**Where the registers sit**

(1.5 px per um) Other sequential cells in the stronger grey, the rest of the logic in the fainter grey.
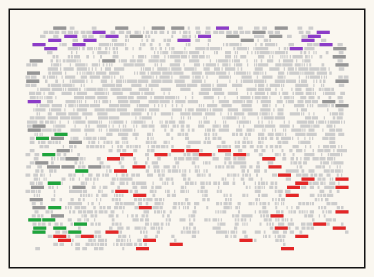
**Clock wiring as the flow saved it**

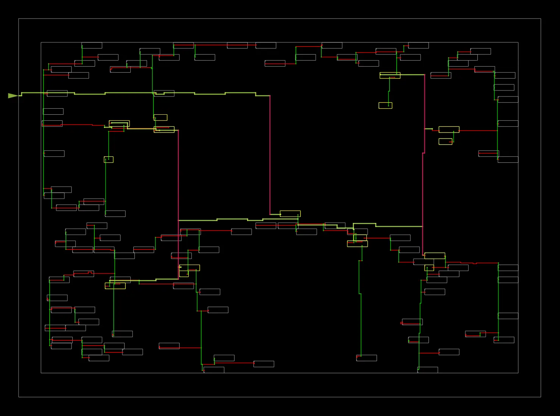
**Placement density heat map**

(1 px per um) 24 x 17 tiles, from dark purple (low) to yellow (high), 0 to 100% covered.
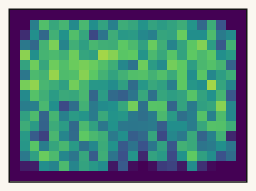
**Nets reached from selected ports**

(1.5 px per um)
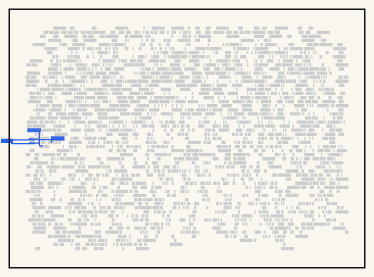
$ cat src/rtl/matrix_pkg.sv
// Shared widths, coefficients and FSM encoding for the 2x2 inverse matrix transform.
package matrix_pkg;
  localparam int W_IN   = 17;
  localparam int W_OUT  = 13;
  localparam int W_COEF = 19;
  localparam int FRAC   = 14;
  localparam int W_PROD = W_COEF + W_IN;
  localparam int W_ACC  = W_PROD + 1;

  // Forward transform C in Q5.14, kept alongside K for the loopback path.
  localparam logic signed [W_COEF-1:0] C11 = -19'sd1802;
  localparam logic signed [W_COEF-1:0] C12 =  19'sd37683;
  localparam logic signed [W_COEF-1:0] C21 =  19'sd51446;
  localparam logic signed [W_COEF-1:0] C22 = -19'sd184320;

  localparam logic signed [W_COEF-1:0] K11 = 19'sd30800;
  localparam logic signed [W_COEF-1:0] K12 = 19'sd6297;
  localparam logic signed [W_COEF-1:0] K21 = 19'sd8596;
  localparam logic signed [W_COEF-1:0] K22 = 19'sd301;

  localparam logic signed [W_OUT-1:0] SAT_MAX = 13'sd4095;
  localparam logic signed [W_OUT-1:0] SAT_MIN = -13'sd4096;

  typedef enum logic [2:0] {
    S_IDLE, S_MA0, S_MA1, S_MB0, S_MB1, S_OUT
  } state_e;
endpackage

$ cat src/rtl/mac_rs.sv
// Registered signed MAC with combinational round-half-up and 13-bit saturation of acc+product.
module mac_rs
  import matrix_pkg::*;
(
  input  logic                     clk,
  input  logic                     rst_n,
  input  logic                     en,
  input  logic                     clr,
  input  logic signed [W_COEF-1:0] coef,
  input  logic signed [W_IN-1:0]   opnd,
  output logic signed [W_OUT-1:0]  res,
  output logic                     sat
);
  logic signed [W_PROD-1:0] prod;
  logic signed [W_ACC-1:0]  acc_q, acc_d, sum, sh;

  always_comb begin
    prod  = W_PROD'(coef) * W_PROD'(opnd);
    sum   = (clr ? '0 : acc_q) + W_ACC'(prod);
    acc_d = en ? sum : acc_q;
    // Round half up before the arithmetic shift; sum can never reach the acc limits.
    sh    = (sum + W_ACC'(38'sd1 <<< (FRAC - 1))) >>> FRAC;
    res   = sh[W_OUT-1:0];
    sat   = 1'b0;
    if (sh > W_ACC'(SAT_MAX)) begin
      res = SAT_MAX;
      sat = 1'b1;
    end else if (sh < W_ACC'(SAT_MIN)) begin
      res = SAT_MIN;
      sat = 1'b1;
    end
  end

  always_ff @(posedge clk or negedge rst_n)
    if (!rst_n) acc_q <= '0;
    else        acc_q <= acc_d;
endmodule

$ cat src/rtl/matrix_inverse_seq.sv
// Inverse 2x2 transform (Y,Z) -> (A,B) using one time-shared multiplier, 4 MAC cycles per sample.
module matrix_inverse_seq
  import matrix_pkg::*;
(
  input  logic                    clk,
  input  logic                    rst_n,
  input  logic                    in_valid,
  output logic                    in_ready,
  input  logic signed [W_IN-1:0]  Y,
  input  logic signed [W_IN-1:0]  Z,
  output logic                    out_valid,
  input  logic                    out_ready,
  output logic signed [W_OUT-1:0] A,
  output logic signed [W_OUT-1:0] B,
  output logic [1:0]              out_sat
);
  state_e                  state_q, state_d;
  logic signed [W_IN-1:0]  y_q, y_d, z_q, z_d;
  logic signed [W_OUT-1:0] a_q, a_d, b_q, b_d;
  logic [1:0]              sat_q, sat_d;
  logic                    in_xfer, mac_en, mac_clr, mac_sat;
  logic signed [W_COEF-1:0] coef;
  logic signed [W_IN-1:0]  opnd;
  logic signed [W_OUT-1:0] mac_res;

  always_comb begin
    state_d = state_q;
    y_d     = y_q;
    z_d     = z_q;
    a_d     = a_q;
    b_d     = b_q;
    sat_d   = sat_q;
    mac_en  = 1'b0;
    mac_clr = 1'b0;
    coef    = K11;
    opnd    = y_q;
    in_ready  = (state_q == S_IDLE) || (state_q == S_OUT && out_ready);
    in_xfer   = in_valid && in_ready;
    out_valid = (state_q == S_OUT);
    case (state_q)
      S_IDLE: ;
      S_MA0: begin
        mac_en = 1'b1; mac_clr = 1'b1; coef = K11; opnd = y_q;
        state_d = S_MA1;
      end
      S_MA1: begin
        coef = K12; opnd = z_q;
        a_d = mac_res; sat_d[1] = mac_sat;
        state_d = S_MB0;
      end
      S_MB0: begin
        mac_en = 1'b1; mac_clr = 1'b1; coef = K21; opnd = y_q;
        state_d = S_MB1;
      end
      S_MB1: begin
        coef = K22; opnd = z_q;
        b_d = mac_res; sat_d[0] = mac_sat;
        state_d = S_OUT;
      end
      S_OUT: if (out_ready) state_d = S_IDLE;
      default: state_d = S_IDLE;
    endcase
    // A new sample may be accepted in the same cycle the previous result leaves.
    if (in_xfer) begin
      y_d = Y;
      z_d = Z;
      state_d = S_MA0;
    end
  end

  always_ff @(posedge clk or negedge rst_n)
    if (!rst_n) begin
      state_q <= S_IDLE;
      y_q     <= '0;
      z_q     <= '0;
      a_q     <= '0;
      b_q     <= '0;
      sat_q   <= '0;
    end else begin
      state_q <= state_d;
      y_q     <= y_d;
      z_q     <= z_d;
      a_q     <= a_d;
      b_q     <= b_d;
      sat_q   <= sat_d;
    end

  mac_rs u_mac (
    .clk  (clk),
    .rst_n(rst_n),
    .en   (mac_en),
    .clr  (mac_clr),
    .coef (coef),
    .opnd (opnd),
    .res  (mac_res),
    .sat  (mac_sat)
  );

  assign A       = a_q;
  assign B       = b_q;
  assign out_sat = sat_q;
endmodule

$ cat config.mk
export PLATFORM = sky130hd
export DESIGN_NAME = matrix_inverse_seq
export DESIGN_NICKNAME = d
export VERILOG_FILES = /design/src/rtl/matrix_pkg.sv /design/src/rtl/mac_rs.sv /design/src/rtl/matrix_inverse_seq.sv
export SDC_FILE = /design/constraint.sdc
export NUM_CORES = 1
export LEC_CHECK = 0
export ABC_CLOCK_PERIOD_IN_PS = 33100
export CELL_PAD_IN_SITES_DETAIL_PLACEMENT = 0
export CELL_PAD_IN_SITES_GLOBAL_PLACEMENT = 1
export CORE_ASPECT_RATIO = 0.7
export CORE_MARGIN = 10
export CORE_UTILIZATION = 50
export CTS_CLUSTER_SIZE = 14
export DETAILED_ROUTE_END_ITERATION = 8
export PLACE_DENSITY_LB_ADDON = 0.1
export SYNTH_ARGS = -nofsm -noshare
export SYNTH_HDL_FRONTEND = slang
export SYNTH_SLANG_ARGS = --single-unit
$ cat constraint.sdc
create_clock -name clk -period 33.1 [get_ports clk]
set_input_delay 6.62 -clock clk [delete_from_list [all_inputs] [get_ports clk]]
set_output_delay 6.62 -clock clk [all_outputs]
set_load 0.1 [all_outputs]
==> results_slide.txt <==
Synthesis and Place & Route Summary

Detailed routing
  – Routed met2 length: 18400 um
  – Vias: 12700
  – First-pass iteration count of the detailed router: 5
  – DRC: 0
  – Met3 routed WL: 3210 um
  – Routed Antenna Nets: 0
  – Initial DRC count: 883
  – Max layer used: met4
  – Average wire per cell in the routed design: 19.4 um
  – Final WL: 44200 um

Worst setup path
  – Setup crit end: in_ready
  – Setup Crit Path Kind: in -> out
  – R2R Path Start: state_q[0]
  – Worst Setup SP: out_ready
  – Worst Path Arrival: 8550 ps
  – R2R cell count: 39
  – Worst R2R Setup Slack: 19800 ps
  – FF-to-FF End: out_sat[1]
  – Slowest CP cell: clkdlybuf4s50_1
  – Crit path max fanout: 2
  – Critical path endpoint category: output port

Yosys
  – Post-Syn Nets: 2222
  – YS chip area: 0.0163 mm2
  – Distinct cells, synth: 90
  – Synth Seq Share: 15.6%
  – Synthesis Warnings: 0
  – Synth flops: 102
  – Post-synth area hogs: fa_1 (25%), dfrtp_1 (16%), ha_1 (13%), inv_1 (7.7%), nor2_1 (3.5%)
  – Mean Syn Cell Area: 9.02 um2
  – Most common cell in the synthesized netlist: inv_1
  – EDFF count, synth: 0
  – Cell type with the largest total area: fa_1

STA
  – Final setup violation count: 0
  – Setup TNS Final: 0 ps
  – Fmax: 65.9 MHz
  – Final clock skew: 19.5 ps
  – Post-route setup slack: 17930 ps
  – RSZ-0062 raised after global routing: false
  – Fin crit share: 45.8%
  – Slew HR: 23.4%
  – Max-slew violations: 0

Place
  – Placed cell count: 2257
  – Dpl ws: 17930 ps
  – Gpl congestion: 0.939

Final layout
  – Share of layout cells above drive strength 1: 7.64%
  – Core Util, Final: 54.6%
  – Post-route cell area: 0.0176 mm2
  – Commonest Layout Cell: inv_1
  – Top Layout Cells: inv_1 (334), fa_1 (205), ha_1 (168), nor2_1 (153), dfrtp_1 (102)
  – Post-route insts no fill: 2273
  – Diode count: 0
  – Final nets: 2252

Global routing
  – Largest net degree at the start of global routing: 75
  – First-pass GRT wire length: 71400 um
  – Global-route usage over all layers: 22.5%
  – M1 GR Usage: 34.4%
  – Grt peak-use layer: met1
  – Global route overflow: 0
  – Vias in the first global route: 12600
  – GR Util met2: 31.6%

Clock network
  – Post_cts resized: 0
  – CTS Sinks: 102
  – Setup bufs post-CTS: 0
  – CTS H-tree lvls: 3
  – Register clock-pin slew on the reported worst setup and hold paths: 90 ps
  – Hold buffers post-CTS: 0

Floorplan
  – Die W: 236 um
  – Die Span Y: 171 um
  – Core area: 0.0323 mm2
  – Fp util: 50.6%

Min path
  – Worst min-delay path class: reg -> reg
  – Hold Path Origin: u_mac.acc_q[3]
  – Depth of the worst hold-timing path: 1
  – Hold endpoint: u_mac.acc_q[3]

Run status
  – Status: finished, final reports clean

Flow run
  – Maxcap violations: 0
  – Tool warnings: 31
Notes on 'where the registers sit' above:
| netlist name | colour | placed flops |
|---|---|---|
| B | green | 13 |
| y_q | purple | 17 |
| u_mac.acc_q | red | 37 |
Flop area: 0.00255 mm2

Notes on 'clock wiring as the flow saved it' above:
clock buffers: 9
total CTS buffers: 9
clock latency on the worst-skew pair: 400 ps

Notes on 'placement density heat map' above:
tiles over 75% full: 5.9%
fullest tile: 86%
nearly empty tiles: 20%

Notes on 'nets reached from selected ports' above:
| port | colour | bits | direction | edge | end cells | buffers | wire |
|---|---|---|---|---|---|---|---|
| out_sat | blue | 2 | output | west | 2 | 2 | 78.7 um |
PortBufs: 67
Ports: 68

-- cells by family after synthesis --
logic type	synth area share (%)
flip-flops	15.6
AND-OR/OR-AND	15.2
XOR/XNOR	3.48
buffers and inverters	9.77
AND/OR/NAND/NOR	14.7
multiplexers	3.27
adder cells (fa/ha/maj)	38.0
-- sequential cells by signal (all words and copies together), names as in the netlist --
register / count
u_mac.acc_q: 37
y_q: 17
z_q: 17
A: 13
B: 13
state_q: 3
out_sat: 2
-- layout make-up --
class / count / area, um2
clock buffer: 9 / 225
clock inverter: 7 / 98.8
fill: 2987 / 14600
inverter: 334 / 1250
multi-input combinational: 1313 / 12200
sequential: 102 / 2550
tap: 427 / 534
timing repair buffer: 81 / 773
-- worst max-delay path, delay by kind of cell --
family	cells	cell delay, ps
compound gates	1	190
simple gates	1	80
buf+inv	2	1660
